--- src/rtl/seq_pattern_detector.sv ---
// Serial bit-pattern detector with a programmable pattern and mask, optional overlapping
// matches, valid qualification and a saturating match counter.
module seq_pattern_detector #(
    parameter int               PAT_W        = 8,
    parameter int               CNT_W        = 8,
    parameter logic [PAT_W-1:0] DEFAULT_PAT  = 8'b0111_1110,
    parameter logic [PAT_W-1:0] DEFAULT_MASK = {PAT_W{1'b1}}
) (
    input  logic             clk,
    input  logic             rst,
    input  logic             in_valid,
    input  logic             in_bit,
    input  logic             cfg_load,
    input  logic [PAT_W-1:0] cfg_pattern,
    input  logic [PAT_W-1:0] cfg_mask,
    input  logic             overlap_en,
    input  logic             clr_cnt,
    output logic             find,
    output logic [CNT_W-1:0] match_cnt,
    output logic             cnt_sat,
    output logic             armed
);
    localparam int FW = $clog2(PAT_W + 1);
    localparam logic [CNT_W-1:0] CNT_MAX = '1;
    localparam logic [FW-1:0]    FILL_MAX = FW'(PAT_W);

    typedef enum logic {FILL, HUNT} state_t;

    state_t           state;
    logic [PAT_W-1:0] hist, pat, mask, nh;
    logic [FW-1:0]    fill, len, fill_nxt;
    logic [FW:0]      fill_p1;
    logic             reach, hit;

    // Effective pattern length: one past the highest compared bit.
    always_comb begin
        len = '0;
        for (int i = 0; i < PAT_W; i++)
            if (mask[i]) len = FW'(i + 1);
    end

    assign nh       = {hist[PAT_W-2:0], in_bit};
    assign fill_p1  = {1'b0, fill} + (FW+1)'(1);
    assign fill_nxt = (fill == FILL_MAX) ? fill : fill_p1[FW-1:0];
    assign reach    = (len != '0) && (fill_p1 >= {1'b0, len});
    assign hit      = in_valid && !cfg_load && reach && (((nh ^ pat) & mask) == '0);
    assign armed    = (state == HUNT);

    always_ff @(posedge clk or posedge rst) begin
        if (rst) begin
            state     <= FILL;
            hist      <= '0;
            fill      <= '0;
            pat       <= DEFAULT_PAT;
            mask      <= DEFAULT_MASK;
            find      <= 1'b0;
            match_cnt <= '0;
            cnt_sat   <= 1'b0;
        end else begin
            find <= hit;

            if (clr_cnt) begin
                match_cnt <= hit ? CNT_W'(1) : '0;
                cnt_sat   <= hit && (CNT_W == 1);
            end else if (hit && match_cnt != CNT_MAX) begin
                match_cnt <= match_cnt + CNT_W'(1);
                if (match_cnt == CNT_MAX - CNT_W'(1)) cnt_sat <= 1'b1;
            end

            if (cfg_load) begin
                pat   <= cfg_pattern;
                mask  <= cfg_mask;
                hist  <= '0;
                fill  <= '0;
                state <= FILL;
            end else if (in_valid) begin
                if (hit && !overlap_en) begin
                    // Non-overlapping: the matched bits may not seed the next match.
                    hist  <= '0;
                    fill  <= '0;
                    state <= FILL;
                end else begin
                    hist <= nh;
                    fill <= fill_nxt;
                    if (reach) state <= HUNT;
                end
            end
        end
    end
endmodule

--- config.mk ---
export PLATFORM = sky130hd
export DESIGN_NAME = seq_pattern_detector
export DESIGN_NICKNAME = d
export VERILOG_FILES = /design/src/rtl/seq_pattern_detector.sv
export SDC_FILE = /design/constraint.sdc
export NUM_CORES = 1
export LEC_CHECK = 0
export ABC_AREA = 1
export CAP_MARGIN = 10
export CORE_AREA = 5 5 80 82
export CTS_CLUSTER_DIAMETER = 60
export DETAILED_ROUTE_END_ITERATION = 8
export DIE_AREA = 0 0 85 87
export GPL_TIMING_DRIVEN = 0
export RECOVER_POWER = 50
export SLEW_MARGIN = 10
export SYNTH_ARGS = -nofsm -noshare
export SYNTH_HDL_FRONTEND = slang
export SYNTH_SLANG_ARGS = --single-unit
--- constraint.sdc ---
create_clock -name clk -period 6.8 [get_ports clk]
set_clock_uncertainty 0.1 [all_clocks]
set_input_delay 1.36 -clock clk [delete_from_list [all_inputs] [get_ports clk]]
set_output_delay 1.36 -clock clk [all_outputs]
set_load 0.05 [all_outputs]
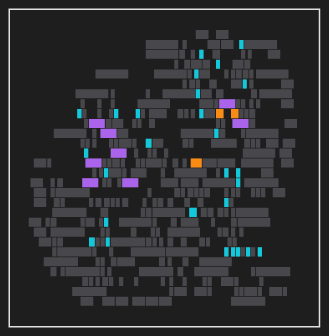
Figure 1: run 1, gate-type map.
legend:
  adder and majority cells:
    color: purple
    cells: 8
    most_used: ha_1
  NOR gates:
    color: cyan
    cells: 27
    most_used: nor2_1
  AND and OR gates:
    color: orange
    cells: 3
    most_used: or2_2

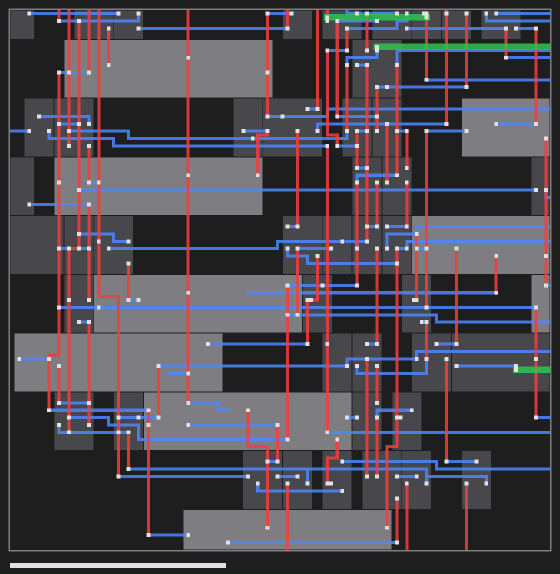
Figure 2: run 1, close-up of the layout.
The bar under the picture is 10 um long. Region (9, 9) to (34, 34) um. Cells in gray, sequential cells in the stronger gray; small squares are vias.
legend:
  met3:
    color: green
  met2:
    color: red
  met1:
    color: blue
cells with their middle in the window: 40
sequential cells in the window: 7
most frequent: nand2_1 (12), dfstp_2 (7)
netlist names of flops here include: `mask` (7)

==> Changelog: implementation, run 1 <==
### Metrics

- Power Sequential: 0.259 mW
- Sequential share of the synthesized area: 0.448
- Hold Path Stages: 2
- Data buffer area share: 0.130
- Critical path peak fanout: 10
- Layout area overhead: 23.4%
- Root buf cell: clkbuf_8
- DIE AREA: 7400 sq um
- TritonCTS Sinks: 38
- Max-area cell share: 0.278
- Initial DRC count: 83
- Mapped Nets: 315
- Pint: 0.370 mW
- Fraction of area in registers: 0.363
- Most instantiated logic cell after routing: nand2_1
- Peak supply drop: 0.000110 V
- Layout net count: 354
- Overall die width: 85 um
- CTS Buf Count: 5
- Multi-input comb cells: 205
- Top cells, area: dfrtp_1, dfstp_2, nand2_1, inv_1, nand3_1
- Cell area after layout: 2670 sq um
- Max_slew headroom: 0.0568
- RR Startpoint: fill[0]
- Yosys chip area: 2160 sq um
- RSZ-0062 raised after global routing: no
- Routed via count: 1,860
- Reg2reg path depth: 12
- Pin count of the biggest net entering global routing: 39
- # rows: 28
- R2R Path End: fill[0]
- Setup slack, reg-to-reg: 4.38 ns
- CP Data Required Time: 6.88 ns
- Yosys stat cell total: 284
- Number of antenna violations at the first check in global routing: 0
- Switch Pwr: 0.152 mW
- DRC viols: 0
- Status: completed
- Biggest regs: mask x8, match_cnt x8, pat x8
- Switching part of the total: 0.292
- Detail Route Antenna Nets: 0
- Pwr dens: 196 nW/um^2
- Signal buffers: 37
- Die span in y: 87 um
- Final worst slack: 3.52 ns
- CTS Hold Buffers Added: 0
- Routability cong.: 0.813
- Residual overflow from global routing: 0
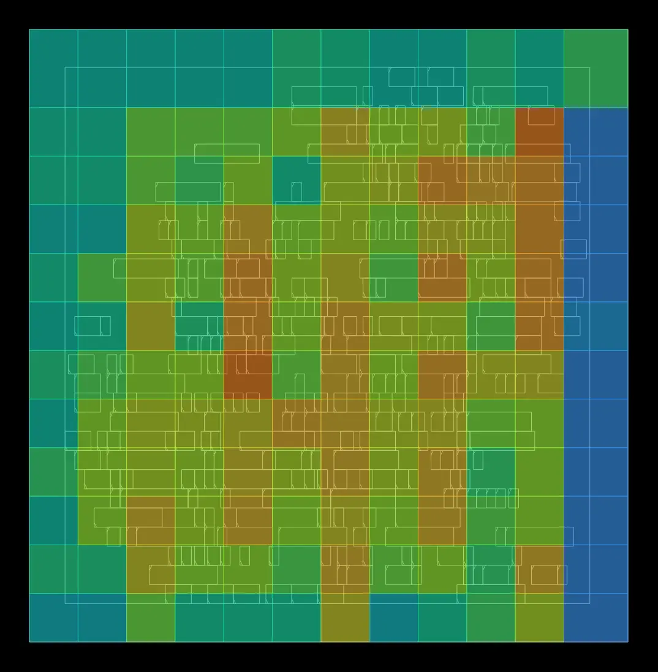
Figure 3: run 1, routing congestion map.
met3 global-route usage: 0.0274
Routed WL per cell: 11.5 um
gr usage total: 0.137
busiest grt layer: met2

## Run 2: what changed since run 1
==> constraint.sdc (replaced) <==
create_clock -name clk -period 3.1 [get_ports clk]
set_clock_uncertainty 0.1 [all_clocks]
set_input_delay 0.62 -clock clk [delete_from_list [all_inputs] [get_ports clk]]
set_output_delay 0.62 -clock clk [all_outputs]
set_load 0.05 [all_outputs]
==> Changelog: implementation, run 2 <==
### Metrics

- Status: completed (unchanged)
- Biggest regs: mask x8, match_cnt x8, pat x8 (unchanged)
- Yosys stat cell total: 284 (unchanged)
- Max-area cell share: 0.278 (unchanged)
- Busiest grt layer: met2 (unchanged)
- Peak supply drop: 0.000242 V (was 0.000110 V)
- Layout net count: 354 (unchanged)
- Top logic family: simple AND/OR/NAND/NOR gates (unchanged)
- Gr usage total: 0.137 (unchanged)
- DRC viols: 0 (unchanged)
- Final worst slack: 0.649 ns (was 3.52 ns)
- Initial DRC count: 89 (was 83)
- Met3 global-route usage: 0.0274 (unchanged)
- Signal buffers: 37 (unchanged)
- Critical path peak fanout: 10 (unchanged)
- RSZ-0062 raised after global routing: no (unchanged)
- Cell area after layout: 2670 sq um (unchanged)
- Switch Pwr: 0.334 mW (was 0.152 mW)
- Sequential share of the synthesized area: 0.448 (unchanged)
- Routability cong.: 0.813 (unchanged)
- Pin count of the biggest net entering global routing: 39 (unchanged)
- Yosys chip area: 2160 sq um (unchanged)
- Fraction of area in registers: 0.363 (unchanged)
- Overall die width: 85 um (unchanged)
- Routed WL per cell: 11.5 um (about the same)
- Reg2reg path depth: 12 (unchanged)
- Die span in y: 87 um (unchanged)
- Multi-input comb cells: 205 (unchanged)
- Flop pwr share: 0.495 (about the same)
- Mapped Nets: 315 (unchanged)
- Final core utilization: 0.470 (unchanged)
- Hold_sp: pat[4] (was pat[6])
- Hold Path Stages: 2 (unchanged)
- Detail Route Antenna Nets: 0 (unchanged)
- Leakage: 1.29 nW (about the same)
- Setup slack, reg-to-reg: 0.67 ns (was 4.38 ns)
- Top cells, area: dfrtp_1, dfstp_2, nand2_1, inv_1, nand3_1 (unchanged)
- R2R Path End: fill[0] (unchanged)
- Routed via count: 1,859 (was 1,860)
- Residual overflow from global routing: 0 (unchanged)
- Number of antenna violations at the first check in global routing: 0 (unchanged)
- CTS Hold Buffers Added: 0 (unchanged)
- Switching part of the total: 0.292 (about the same)
- Max_slew headroom: 0.0574 (was 0.0568)
- Detailed route wirelength on metal2: 2070 um (was 2080 um)
- Data buffer area share: 0.130 (unchanged)
- Power Sequential: 0.567 mW (was 0.259 mW)
- CP Data Required Time: 3.18 ns (was 6.88 ns)
- TritonCTS Sinks: 38 (unchanged)
- ANT cells: 0 (unchanged)
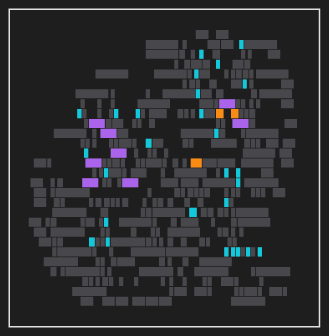
Figure 4: run 2, gate-type map.
most instantiated logic cell after routing: nand2_1
Post-Layout Cell Count: 399

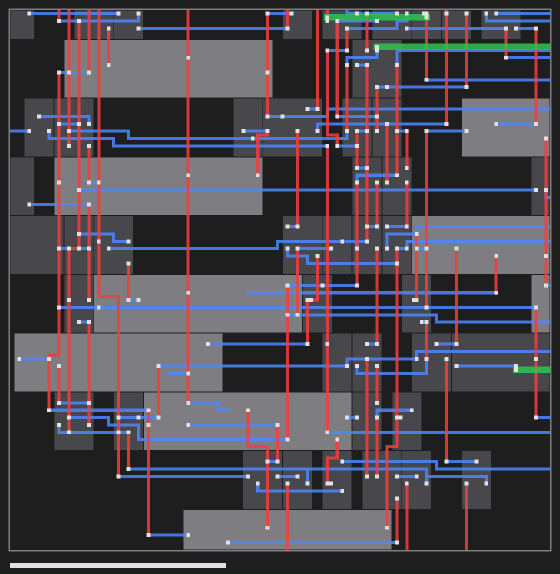
Figure 5: run 2, close-up of the layout.
The bar under the picture is 10 um long. Region (9, 9) to (34, 34) um. Cells in gray, sequential cells in the stronger gray; small squares are vias.
legend:
  met2:
    color: red
  met1:
    color: blue
  met3:
    color: green
cells with their middle in the window: 40
netlist names of flops here include: `mask` (7)
most frequent: nand2_1 (12), dfstp_2 (7)
sequential cells in the window: 7

Power is estimated from default activity; no workload was simulated.
